### src/rtl/alu_arbiter.sv
// alu_arbiter: two-requester front end for a shared combinational ALU, 2-cycle latency.
// Define ALU_ARB_FAIR_EN to add a starvation counter that forces grants to requester 1.
module alu_arbiter #(
   parameter int STARVE_MAX = 4
) (
   input  logic        clk,
   input  logic        rst_n,
   input  logic        req0_valid,
   input  logic [2:0]  req0_op,
   input  logic [15:0] req0_a,
   input  logic [15:0] req0_b,
   input  logic        req1_valid,
   input  logic [2:0]  req1_op,
   input  logic [15:0] req1_a,
   input  logic [15:0] req1_b,
   output logic        req0_ready,
   output logic        req1_ready,
   output logic [2:0]  alu_op,
   output logic [15:0] alu_a,
   output logic [15:0] alu_b,
   input  logic [15:0] alu_result,
   output logic        rsp_valid,
   output logic        rsp_id,
   output logic [15:0] rsp_data,
   input  logic        flush
);

   localparam logic [2:0] ALU_ADD = 3'd0;

   logic        accept0;
   logic        accept1;
   logic        force1;
   logic        issue_valid;
   logic        issue_id;
   logic [2:0]  issue_op;
   logic [15:0] issue_a;
   logic [15:0] issue_b;

   // The starvation counter is 3 bits wide, so the threshold has to fit in it.
   if (STARVE_MAX < 0 || STARVE_MAX > 7) begin : g_bad_starve_max
      $error("alu_arbiter: STARVE_MAX must be in 0..7");
   end

`ifdef ALU_ARB_FAIR_EN
   logic [2:0] starve_cnt;

   assign force1 = req1_valid && (starve_cnt == 3'(STARVE_MAX));

   // Counts consecutive cycles requester 1 waited; a flushed cycle leaves it untouched.
   always_ff @(posedge clk or negedge rst_n) begin
      if (!rst_n) begin
         starve_cnt <= '0;
      end else if (!flush) begin
         if (req1_valid && !accept1) begin
            if (starve_cnt != 3'd7) begin
               starve_cnt <= starve_cnt + 3'd1;
            end
         end else begin
            starve_cnt <= '0;
         end
      end
   end
`else
   assign force1 = 1'b0;
`endif

   always_comb begin
      req0_ready = 1'b0;
      req1_ready = 1'b0;
      if (!flush) begin
         req0_ready = !force1;
         req1_ready = force1 || !req0_valid;
      end
   end

   assign accept0 = req0_valid && req0_ready;
   assign accept1 = req1_valid && req1_ready;

   always_ff @(posedge clk or negedge rst_n) begin
      if (!rst_n) begin
         issue_valid <= 1'b0;
         issue_id    <= 1'b0;
         issue_op    <= '0;
         issue_a     <= '0;
         issue_b     <= '0;
      end else begin
         issue_valid <= accept0 || accept1;
         if (accept0) begin
            issue_id <= 1'b0;
            issue_op <= req0_op;
            issue_a  <= req0_a;
            issue_b  <= req0_b;
         end else if (accept1) begin
            issue_id <= 1'b1;
            issue_op <= req1_op;
            issue_a  <= req1_a;
            issue_b  <= req1_b;
         end
      end
   end

   // An empty issue slot presents a harmless ADD of zeros to the ALU.
   always_comb begin
      alu_op = ALU_ADD;
      alu_a  = '0;
      alu_b  = '0;
      if (issue_valid) begin
         alu_op = issue_op;
         alu_a  = issue_a;
         alu_b  = issue_b;
      end
   end

   always_ff @(posedge clk or negedge rst_n) begin
      if (!rst_n) begin
         rsp_valid <= 1'b0;
         rsp_id    <= 1'b0;
         rsp_data  <= '0;
      end else begin
         rsp_valid <= issue_valid && !flush;
         if (issue_valid && !flush) begin
            rsp_id   <= issue_id;
            rsp_data <= alu_result;
         end
      end
   end

endmodule

### config.mk
export PLATFORM = sky130hd
export DESIGN_NAME = alu_arbiter
export DESIGN_NICKNAME = d
export VERILOG_FILES = /design/src/rtl/alu_arbiter.sv
export SDC_FILE = /design/constraint.sdc
export NUM_CORES = 1
export LEC_CHECK = 0
export CAP_MARGIN = 30
export CORE_ASPECT_RATIO = 1.2
export CORE_UTILIZATION = 42
export CTS_CLUSTER_SIZE = 24
export DETAILED_ROUTE_END_ITERATION = 16
export PLACE_DENSITY = 0.88
export SYNTH_ARGS = -nofsm -noshare
export SYNTH_HDL_FRONTEND = slang
export SYNTH_SLANG_ARGS = --single-unit
### constraint.sdc
create_clock -name clk -period 2.79 [get_ports clk]
set_input_delay 0.837 -clock clk [delete_from_list [all_inputs] [get_ports clk]]
set_output_delay 0.837 -clock clk [all_outputs]
set_load 0.02 [all_outputs]
**Run 1: pin map**

Scale: 4 px per um. Pins as bars across the die edge, other pins in grey.
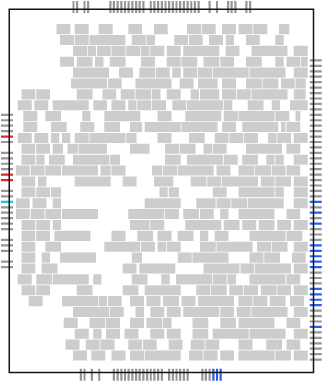
| port | colour | pins | direction | edge |
|---|---|---|---|---|
| alu_op | red | 3 | output | west |
| rsp_data | blue | 16 | output | 13 east, 3 south |
| req1_valid | cyan | 1 | input | west |
all pins by edge: 56 east, 35 north, 30 south, 25 west

**Run 1: placed standard cells**

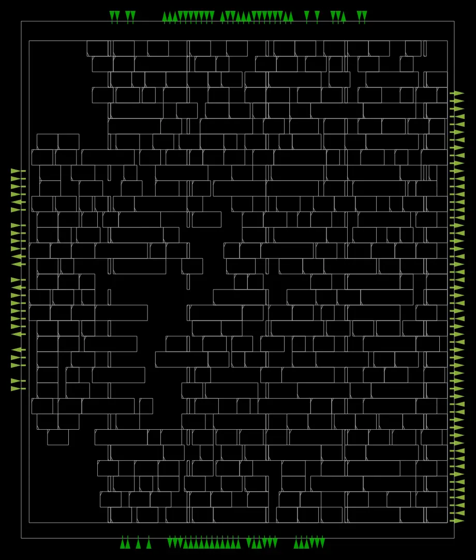
number of fill cells: 478
row count: 31

**Run 1: metal layers overlaid**

Scale: 4 px per um. Only two layers are drawn.
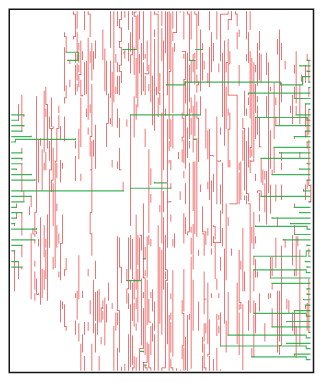
| layer | colour | wire length |
|---|---|---|
| M3 | green | 518 um |
| M2 | red | 3980 um |

==> flow_summary.yaml, run 1 <==
# yosys + openroad results
clock_tree:
  clk_pin_slew_ps: 100
  htreeDepth: 2
  cts_buffer_depth: 2
  ctsResizeCount: 1
  cts_tree: "done"
  clock-sinks: 55
  cts-root-buf: "sky130_fd_sc_hd__clkbuf_8"
synthesis:
  synth-cells-yosys: 209
  yosys_warnings: 0
  synth.cellmix.adderShare_pct: 0
  synth-xor-area-share_pct: 0
  avgSynthCellArea_um2: 13.1
  synth.lib_cells_used.distinct: 15
  post_synth_instance_area_um2: 2740
  synth.most_common_cell: "sky130_fd_sc_hd__dfrtp_1"
  commonest_register_cell_after_synthesis: "sky130_fd_sc_hd__dfrtp_1"
  yosys-top-cells-count: "55 x sky130_fd_sc_hd__dfrtp_1, 35 x sky130_fd_sc_hd__and2_1, 35 x sky130_fd_sc_hd__o221a_2, 35 x sky130_fd_sc_hd__or4b_1, 17 x sky130_fd_sc_hd__mux2_1"
  async_reset_ff_share_pct: 100
  simple_gate_share_pct: 21.7
  yosys.area.top_type_share_pct: 50.3
  synthesized_instance_count: 209
  synth.cellmix.compoundShare_pct: 15.0
  area_leaders: "sky130_fd_sc_hd__dfrtp_1 50%, sky130_fd_sc_hd__o221a_2 14%, sky130_fd_sc_hd__or4b_1 13%"
  enable_flop_cells: 0
  postSynthRegisterBits: 55
  seq_area_frac_synth_pct: 50.3
  logic_family: "simple AND/OR/NAND/NOR gates"
global_route:
  grt.met3_usage_pct: 4.58
  grt-ovfl-total: 0
  via_count_of_the_first_global_routing_pass: 2347
  globalRoute.busiestLayer: "met2"
  global_route.usage.total_pct: 21.8
  globalRouteMet2Util_pct: 37.7
  largest_net_degree_at_the_start_of_global_routing: 56
  antenna_found_initial: 0
  globalRouteMet1Util_pct: 26.9
placement:
  pre_cts_slack_ps: -109
  dp_hpwl_um: 5290
  place_inst: 421
  place_congestion: 0.774
worst_setup_path:
  startpoint: "req0_valid"
  critical-path-max-stage-delay_ps: 480
  crit-reg2reg-launch: "issue_valid"
  crit_end_element: "primary output"
  timing.critical_path.depth: 3
  critical-path-slowest-cell: "sky130_fd_sc_hd__clkdlybuf4s50_1"
  timing_worst_setup_path_type: "input port to primary output"
  regToRegSetupSlack_ps: 1300
  arrival_ps: 1770
  critical_path.top_delay_family: "buffers and inverters"
  worst_path_buffer_plus_inverter_count: 2
  reg2reg_depth: 3
  required_ps: 1950
  crit-reg2reg-capture: "rsp_data[15]"
  cp_max_fo: 3
  timing.critical_path.from_type: "input port"
sta:
  achievable-frequency_mhz: 383
  clock-skew-final_ps: 8.42
  worst_slack_ps: 179
  hold_violations: 0
  setup_repair_after_global_routing_missed_its_margin: "no"
  hold_ws_ps: 495
  totalNegativeSetupSlack_ps: 0
  max_slew_margin_pct: 54.2
  tightestPinTransition_ps: 687
  finalSetupViolations: 0
  finalWorstPathRequiredPeriod_ps: 2610
  finalCritPeriodShare_pct: 93.6
pwr:
  p_int_mw: 1.52
  power_top_consumer: "registers"
  power_per_cell_area_nw_per_um2: 490
  power.combinational.total_uw: 687
  p_sw_share_pct: 28.4
  clock_power_share_pct: 21.8
  power_dissipated_in_the_clock_network_uw: 462
  pwr-share-seq_pct: 45.7
  powerSeq_uw: 967
  total_chip_power_mw: 2.12
  power.net_switching_uw: 601
  pwr-share-comb_pct: 32.5
cells_and_area:
  nNonClkInverters: 1
  design.final.nets: 437
  signal_buffers: 155
  clockBufferCount: 6
  seq_area_share_pct: 31.9
  comb_area_share_pct: 27.8
  largestRegisters: "issue_a x16, issue_b x16, rsp_data x16"
  multi_input_comb_area_um2: 1200
  number_of_inserted_diodes: 0
  fraction_of_area_in_clock_buffers_and_inverters_pct: 2.29
  layout_top_cell_excl_fill_tap: "sky130_fd_sc_hd__clkdlybuf4s50_1"
  most-common-layout-cells: "142 x sky130_fd_sc_hd__clkdlybuf4s50_1, 55 x sky130_fd_sc_hd__dfrtp_1, 35 x sky130_fd_sc_hd__and2_1, 35 x sky130_fd_sc_hd__or4b_1, 35 x sky130_fd_sc_hd__o221a_2"
  layout.cells.non_filler: 429
  dominant_cells: "buffers"
  register_area_um2: 1380
  areaGrowthSynthToFinish_pct: 57.6
worst_hold_path:
  timing.hold.worst_path_depth: 1
  hold_path.class: "flop to flop"
outcome:
  status: "finished, final reports clean"
detailed_routing:
  initialDrtViolationCount: 109
  drc: 0
  final_antenna_net_count: 0
  route.met3.wl_um: 518
  detailedRoute.firstPassIterationCount: 4
  top_routing_layer_used: "met4"
  routedLengthMet1_um: 2840
  vias: 2369
  wl_met2_um: 3980
floorplan:
  tap-cell-count: 82
  die_h_um: 90.5
  core_um2: 6170
  chip_area_um2: 6850
  design.portCount: 146
flow_run:
  max-cap-violations: 0
==> inputs of run 2 (changes only) <==
- GPL_TIMING_DRIVEN: default -> 0
- REMOVE_ABC_BUFFERS: default -> 1
- TNS_END_PERCENT: default -> 5
**Run 2: placed standard cells**

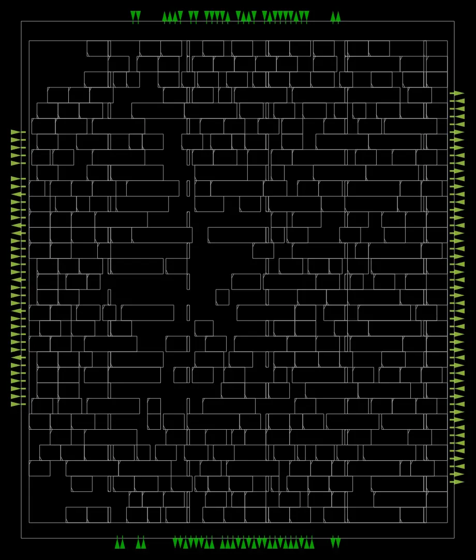
proportion of cell area occupied by registers: 31.9%
number of fill cells: 443
final cell count without fillers: 424
Tapcells: 82
sequential cell count: 55

**Run 2: pin map**

Scale: 4 px per um. Pins as bars across the die edge, other pins in grey.
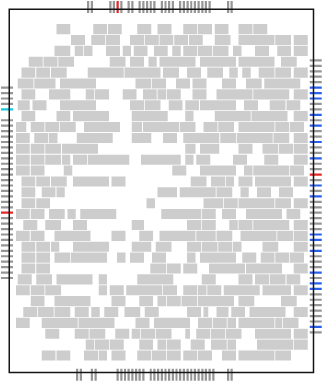
| port | colour | pins | direction | edge |
|---|---|---|---|---|
| req1_valid | cyan | 1 | input | west |
| alu_op | red | 3 | output | 1 east, 1 west, 1 north |
| rsp_data | blue | 16 | output | east |
all pins by edge: 51 east, 35 west, 32 south, 28 north

==> run 2 against run 1 <==
Net effect:
- global-route usage down 0.17 points
- non-clock buffer count down 5
- area after synthesis stayed put
- first-iteration DRC count is 17% lower
- sequential cell count unchanged
- critical path type unchanged
- largest power group unchanged
- highest routed layer unchanged
==> flow_summary.yaml, run 2 <==
# yosys + openroad results
worst_setup_path:
  required_ps: 1950
  crit-reg2reg-launch: "issue_valid"
  startpoint: "flush"
  critical-path-slowest-cell: "sky130_fd_sc_hd__clkdlybuf4s50_1"
  cp_max_fo: 23
  worst_path_buffer_plus_inverter_count: 4
  critical_path.top_delay_family: "buffers and inverters"
  critical-path-max-stage-delay_ps: 610
  crit-reg2reg-capture: "rsp_data[1]"
  regToRegSetupSlack_ps: 1290
  reg2reg_depth: 2
  timing_worst_setup_path_type: "input port to primary output"
  arrival_ps: 1860
pwr:
  pwr-share-seq_pct: 46.1
  power.net_switching_uw: 598
  total_chip_power_mw: 2.12
  power_dissipated_in_the_clock_network_uw: 457
  powerSeq_uw: 976
  power_per_cell_area_nw_per_um2: 489
  clock_power_share_pct: 21.6
  p_int_mw: 1.52
  p_sw_share_pct: 28.2
synthesis:
  simple_gate_share_pct: 21.7
  synth.cellmix.adderShare_pct: 0
  synth-xor-area-share_pct: 0
  yosys-top-cells-count: "55 x sky130_fd_sc_hd__dfrtp_1, 35 x sky130_fd_sc_hd__and2_1, 35 x sky130_fd_sc_hd__o221a_2, 35 x sky130_fd_sc_hd__or4b_1, 17 x sky130_fd_sc_hd__mux2_1"
  synth.lib_cells_used.distinct: 15
  seq_area_frac_synth_pct: 50.3
  synth-cells-yosys: 209
  synth.most_common_cell: "sky130_fd_sc_hd__dfrtp_1"
  yosys.area.top_type_share_pct: 50.3
  enable_flop_cells: 0
  synth.cellmix.compoundShare_pct: 15.0
  logic_family: "simple AND/OR/NAND/NOR gates"
  async_reset_ff_share_pct: 100
  post_synth_instance_area_um2: 2740
cells_and_area:
  dominant_cells: "buffers"
  design.final.nets: 432
  number_of_inserted_diodes: 0
  multi_input_comb_area_um2: 1200
  largestRegisters: "issue_a x16, issue_b x16, rsp_data x16"
  fraction_of_area_in_clock_buffers_and_inverters_pct: 2.28
  clockBufferCount: 6
  register_area_um2: 1380
  most-common-layout-cells: "140 x sky130_fd_sc_hd__clkdlybuf4s50_1, 54 x sky130_fd_sc_hd__dfrtp_1, 35 x sky130_fd_sc_hd__and2_1, 35 x sky130_fd_sc_hd__or4b_1, 35 x sky130_fd_sc_hd__o221a_2"
  areaGrowthSynthToFinish_pct: 58.2
sta:
  max_slew_margin_pct: 34.8
  clock-skew-final_ps: 10.0
  worst_slack_ps: 89.5
  finalCritPeriodShare_pct: 96.8
  finalWorstPathRequiredPeriod_ps: 2700
  achievable-frequency_mhz: 370
  totalNegativeSetupSlack_ps: 0
  hold_ws_ps: 464
  setup_repair_after_global_routing_missed_its_margin: "no"
detailed_routing:
  final_antenna_net_count: 0
  routedLengthMet1_um: 2850
  initialDrtViolationCount: 91
  top_routing_layer_used: "met4"
  drc: 0
  route.met3.wl_um: 580
  vias: 2274
floorplan:
  chip_area_um2: 6850
  core_um2: 6170
  design.portCount: 146
  rows: 31
global_route:
  globalRouteMet2Util_pct: 36.7
  antenna_found_initial: 0
  grt-ovfl-total: 0
  globalRouteMet1Util_pct: 27.0
clock_tree:
  clock-sinks: 55
placement:
  place_inst: 416
  place_congestion: 0.761
  pre_cts_slack_ps: -673
  dp_hpwl_um: 5330
outcome:
  status: "finished, final reports clean"
flow_run:
  max-cap-violations: 0
No activity file was given, so power comes from the tool's default toggle rates.
